## src/rtl/tri_bus_arbiter.sv

```systemverilog
// Round-robin owner select for a three-source tri-state bus mux, with bounded tenure and registered bus capture.
// Latency: 1 cycle from request to grant; the captured bus word appears 1 cycle after the bus cycle.
// Backpressure: none. A requester holds req high to keep the bus. After MAX_HOLD cycles its tenure is forcibly rotated away.
// Optional feature: define TRI_BUS_ARB_PARK_EN to park sel on the last owner while idle, instead of 11.
module tri_bus_arbiter #(
    parameter int WIDTH    = 32,
    parameter int MAX_HOLD = 8
) (
    input  logic             clk,
    input  logic             rst_n,
    input  logic [2:0]       req,
    input  logic [WIDTH-1:0] mux_out,
    output logic [1:0]       sel,
    output logic [2:0]       grant,
    output logic             busy,
    output logic             preempt,
    output logic [WIDTH-1:0] cap_data,
    output logic             cap_valid
);

    localparam int HW = $clog2(MAX_HOLD);
    localparam logic [HW-1:0] HOLD_LAST = HW'(MAX_HOLD - 1);

    typedef enum logic {
        IDLE  = 1'b0,
        GRANT = 1'b1
    } state_t;

    state_t          state_q, state_d;
    // The pointer doubles as the current owner while in GRANT, because every grant moves it to the new owner.
    logic [1:0]      ptr_q, ptr_d;
    logic [HW-1:0]   hold_q, hold_d;
    logic            preempt_d;
    logic [1:0]      pick;
    logic            owner_req;
    logic            cap_hit;
    logic [1:0]      sel_d;
    logic [2:0]      grant_d;

`ifdef TRI_BUS_ARB_PARK_EN
    // Set by the first grant after reset. Until then there is no last owner to park on.
    logic            parked_q;
`endif

    // Search order from pointer p is p+1, p+2, then p itself.
    // As a result, the last owner is always the lowest-priority candidate.
    function automatic logic [1:0] rr_pick(input logic [1:0] p, input logic [2:0] r);
        logic [1:0] c1;
        logic [1:0] c2;
        c1 = (p == 2'd2) ? 2'd0 : p + 2'd1;
        c2 = (c1 == 2'd2) ? 2'd0 : c1 + 2'd1;
        if (r[c1])      return c1;
        else if (r[c2]) return c2;
        else            return p;
    endfunction

    // Next-state logic covers normal release, direct hand-over, and timeout rotation.
    always_comb begin
        state_d   = state_q;
        ptr_d     = ptr_q;
        hold_d    = hold_q;
        preempt_d = 1'b0;
        pick      = rr_pick(ptr_q, req);
        owner_req = req[ptr_q];
        case (state_q)
            IDLE: begin
                if (|req) begin
                    state_d = GRANT;
                    ptr_d   = pick;
                    hold_d  = '0;
                end
            end
            GRANT: begin
                if (!owner_req) begin
                    hold_d = '0;
                    if (|req) begin
                        ptr_d = pick;
                    end else begin
                        state_d = IDLE;
                    end
                end else if (hold_q == HOLD_LAST) begin
                    // Forced release. If the owner is the only requester, rr_pick returns the owner,
                    // so it is re-granted with a fresh hold count.
                    preempt_d = 1'b1;
                    ptr_d     = pick;
                    hold_d    = '0;
                end else begin
                    hold_d = hold_q + 1'b1;
                end
            end
            default: begin
                state_d = IDLE;
                hold_d  = '0;
            end
        endcase
    end

    // Decode the registered outputs from the next state, so that every output is a flop.
    always_comb begin
        grant_d = (state_d == GRANT) ? (3'b001 << ptr_d) : 3'b000;
        cap_hit = (state_q == GRANT) && owner_req;
`ifdef TRI_BUS_ARB_PARK_EN
        sel_d   = (state_d == GRANT || parked_q) ? ptr_d : 2'b11;
`else
        sel_d   = (state_d == GRANT) ? ptr_d : 2'b11;
`endif
    end

    // Arbitration state and outputs.
    // Reset is asynchronous, so ownership drops immediately and the bus floats.
    always_ff @(posedge clk or negedge rst_n) begin
        if (!rst_n) begin
            state_q   <= IDLE;
            ptr_q     <= 2'd2;
            hold_q    <= '0;
            sel       <= 2'b11;
            grant     <= 3'b000;
            busy      <= 1'b0;
            preempt   <= 1'b0;
            cap_valid <= 1'b0;
            cap_data  <= '0;
        end else begin
            state_q   <= state_d;
            ptr_q     <= ptr_d;
            hold_q    <= hold_d;
            sel       <= sel_d;
            grant     <= grant_d;
            busy      <= (state_d == GRANT);
            preempt   <= preempt_d;
            cap_valid <= cap_hit;
            if (cap_hit) begin
                cap_data <= mux_out;
            end
        end
    end

`ifdef TRI_BUS_ARB_PARK_EN
    // Remember that at least one grant has happened, which enables parking.
    always_ff @(posedge clk or negedge rst_n) begin
        if (!rst_n) begin
            parked_q <= 1'b0;
        end else if (state_d == GRANT) begin
            parked_q <= 1'b1;
        end
    end
`endif

endmodule

```

## config.mk

```make
export PLATFORM = sky130hd
export DESIGN_NAME = tri_bus_arbiter
export DESIGN_NICKNAME = d
export VERILOG_FILES = /design/src/rtl/tri_bus_arbiter.sv
export SDC_FILE = /design/constraint.sdc
export NUM_CORES = 1
export LEC_CHECK = 0
export CORE_MARGIN = 1
export CORE_UTILIZATION = 39
export DETAILED_ROUTE_END_ITERATION = 8
export PLACE_DENSITY = 0.81
export SLEW_MARGIN = 20
export SYNTH_ARGS = -nofsm -noshare
export SYNTH_HDL_FRONTEND = slang
export SYNTH_SLANG_ARGS = --single-unit
export TNS_END_PERCENT = 100
```

## constraint.sdc

```tcl
create_clock -name clk -period 1.6 [get_ports clk]
set_input_delay 0.32 -clock clk [delete_from_list [all_inputs] [get_ports clk]]
set_output_delay 0.32 -clock clk [all_outputs]
set_load 0.05 [all_outputs]
```

Figure 1. Routed clock nets over the placement.
The bar under the picture is 20 um long.
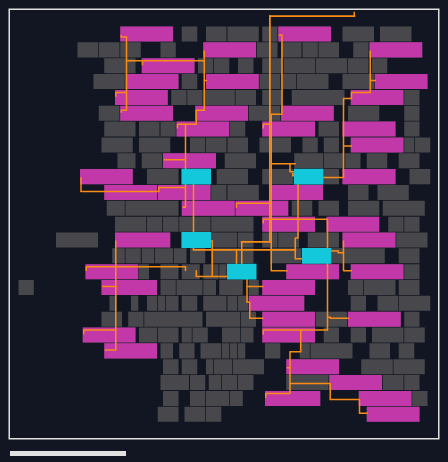
[cyan] clock-net drivers | count: 5
[magenta] flip-flops | count: 45
[orange] clock wires | length: 484 um
routed clock nets: 6

Figure 2. Placement by cell class.
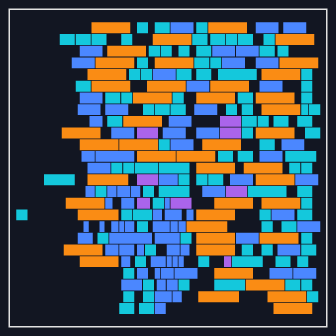
[cyan] remaining buffers and delay cells | cells: 101
[purple] clock drivers and dummy loads | cells: 8
[blue] remaining logic cells | cells: 78
[orange] registers | cells: 45
register share of the cell area: 0.360
post-route design area: 3140 um^2

==> results.txt <==
flow finished, numbers: peak supply drop 0.000779 V, DRT iter0 DRCs 33, Final Skew 0.00250 ns, via count 1441, Max-Cap Viols 0, Worst Slack Setup Final -0.0833 ns, number of global-route vias before repair 1436, drt wl/cell 16.2 um, fp util 0.414, die area 5400 um^2, Cell Int Power 4070 uW, Hold Vio Cnt, Final 0, worst-skew pair later-pin latency 0.29 ns, CTS tree done, Final GP Congestion 0.815, GRT overflow 0, f_max 594 MHz, maximum fanout along the worst path 8, n_diodes 0, startpoint types input pin, Post-CTS Hold Fix Bufs 0, Arr. time, crit path 1.86 ns, critical path type input pin to flop, all-layer global routing usage 0.171, switch share 0.453, Post-synth ARST share 1.00, Ys Warns 0, distinct cell type count after synthesis 36, biggest area cells dfrtp_1 (53%), mux2_4 (20%), dfstp_2 (4.0%), Comb pwr share 0.629, Crit. End Element flop, Final ANT Viol Nets 0, storage element area 1130 um^2, r2r setup slk -0.08 ns, antenna violations before repair 0, Core Area 4820 um^2, tool warnings 29, failing checks negative setup slack, Detailed Route WL 4850 um, chip height 73.5 um, clk slew on worst S/H paths 0.08 ns, area leader, netlist dfrtp_1, width of the die 73.5 um, Min-Delay Path Class input pin to async pin, Pins Over Slew Limit 0, Place WS -0.367 ns, Synth Flop Type dfrtp_1, DR vias/cell 4.82, cell family with most CP delay buffers and inverters, largest net degree at the start of global routing 46, Worst EP required 1.78 ns, H-tree levels 2, Logic area 858 um^2, syn_nets 168, FF-to-FF End grant[0]$_DFF_PN0_, unrepaired setup endpoints after global routing yes, Final period util 1.05, CP max stage cell clkdlybuf4s50_1, Post-Route Utilization 0.653, post-layout net count 270, fraction of layout cells with a size suffix above 1 0.526, CTS Buffer Depth 2, # port buffers 76, drt first pass iters 4, IO Pins 77, CP Buf/Inv Count 2, YS chip area 1990 um^2, Post-Syn Area 1990 um^2, clock root buffer clkbuf_8, first-pass GRT wire length 6930 um, post-detail-place hpwl 3330 um, crit path cell chain clkdlybuf4s50_1, mux2i_2, o2bb2ai_4, clkbuf_16, mux2_4, Rows 25, Slew HR 0.684, Worst-Margin Slew 0.468 ns, Post-synth EDFFs 0, Critical R2R Launch hold_q[0]$_DFFE_PN0P_, Net Switching 3360 uW, biggest cell delay along the critical path 0.49 ns, Top cell area share 0.527, Sinks on Clock Net 45, fillers 362, Pwr per Cell Area 2360 nW/um^2, CTS Buf Count 5, Worst R2R Path Depth 6, sequential power share 0.274, ys cells 129, Clock Power Share 0.097, mean post-synth cell area 15.5 um^2, drt drc 0, register area share after synthesis 0.567, total leakage power 0.00149 uW, Post-Synthesis Cells 129, Area Growth Syn to Fin 57.8%, status complete, but fails checks, Post-synth regs 45, # setup viols final 37, Tmin final 1.68 ns
Figure 3. Sequential cells grouped by signal name.
Other sequential cells in the stronger grey, the rest of the logic in the fainter grey.
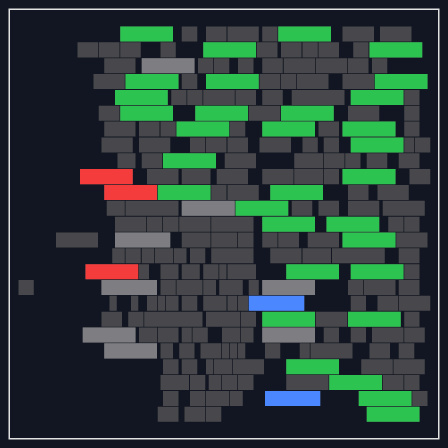
[red] hold_q | sequential cells: 3
[blue] sel | sequential cells: 2
[green] cap_data | sequential cells: 32

Figure 4. Routed metal per tile.
The die is cut into 15 by 15 equal tiles; dark blue is low, red is high, scaled to the fullest tile. Values are wire area over tile area, all layers added.
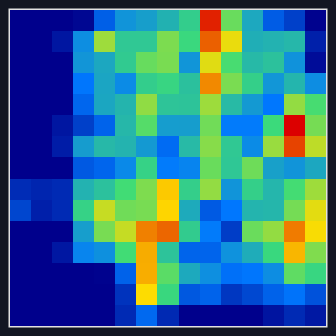
emptiest ninth of the die: bottom left
fullest tile: 0.44
mean over tiles: 0.14
nearly empty tiles: 21%
tiles over half the peak: 24%

placed cells by master (no fill, tap or decap), drive strengths merged, types with 3 or more instances in the layout:
master          n
dfrtp          42
buf            64
nor2            5
inv             3
dfstp           3
mux2           32
clkdlybuf4s50  34
nand2b          3
o21ai           4
clkbuf          8
synthesized netlist by cell type, types with 2 or more instances:
library cell  number
dfrtp_1           42
mux2_4            26
mux2_2             6
buf_6              5
nor2_1             5
dfstp_2            3
nand2b_1           3
o21ai_0            3
a21boi_0           2
a21oi_1            2
a22o_1             2
and3b_1            2
ha_1               2
inv_1              2
nand2_1            2
nor2b_1            2
metal layers:
layer / vias up / track usage / wire length [um]
met3: 4 / 0.0398 / 289
li1: 665 / - / -
met4: 0 / 0.0641 / 60
met2: 44 / 0.303 / 2610
met1: 728 / 0.200 / 1890
met5: - / 0 / 0
kinds of logic after synthesis:
group / Yosys count / synth area share
XOR/XNOR: 1 / 0.00440
buffers and inverters: 9 / 0.0364
adder cells (fa/ha/maj): 3 / 0.0176
AND/OR/NAND/NOR: 20 / 0.0628
flip-flops: 45 / 0.567
multiplexers: 33 / 0.237
AND-OR/OR-AND: 18 / 0.0753
sequential cells by signal (all words and copies together) (netlist names):
register and count:
cap_data 32, ptr_q 2, sel 2, cap_valid 1, state_q 1, hold_q 3, grant 3, preempt 1
through the flow:
step	hold WS [ns]	instance area, um^2	instances	setup TNS (ns)	total power [uW]
after floorplan	0.0244	2010	129	-2.20	5070
after global placement	0.315	2900	284	-11.65	6310
after detailed placement	0.325	2900	284	-13.22	6380
after CTS	0.0107	3060	293	-0.243	7250
after global routing	0.0151	3140	299	-3.92	7750
final	0.00439	3140	299	-1.96	7430
power groups by stage:
stage / Clock (uW) / Sequential (uW) / Combinational [uW]
global placement: 0 / 1990 / 4320
global route: 783 / 2090 / 4880
finish: 722 / 2030 / 4670
detailed placement: 0 / 2030 / 4360
CTS: 736 / 2020 / 4500
floorplan: 0 / 3680 / 1390
how the worst max path moves through the flow:
stage / slack [ns] / endpoint / from / depth (start not counted)
global route: -0.16 / grant[1]$_DFF_PN0_ / hold_q[0]$_DFFE_PN0P_ / 6
detailed placement: -0.37 / cap_data[16]$_DFFE_PN0P_ / req[2] / 5
finish: -0.08 / cap_data[26]$_DFFE_PN0P_ / req[1] / 5
CTS: -0.07 / grant[1]$_DFF_PN0_ / hold_q[0]$_DFFE_PN0P_ / 6
global placement: -0.33 / cap_data[16]$_DFFE_PN0P_ / req[2] / 5
floorplan: -0.09 / cap_data[0]$_DFFE_PN0P_ / ptr_q[1]$_DFF_PN1_ / 6
final cells by class:
cell class                 count  share of cell area
sequential                    45               0.360
timing repair buffer         101               0.306
multi-input combinational     75               0.273
tap                           67              0.0267
clock buffer                   6              0.0263
clock inverter                 2             0.00438
inverter                       3             0.00358
what timing repair did:
action,in CTS,in global routing
endpoints found under the setup margin,28,39
buffers inserted,1,4
gates resized,15,2
pin swaps,2,2
cloned,0,2
Power figures rest on the tool's default switching activity, not on a simulated workload.
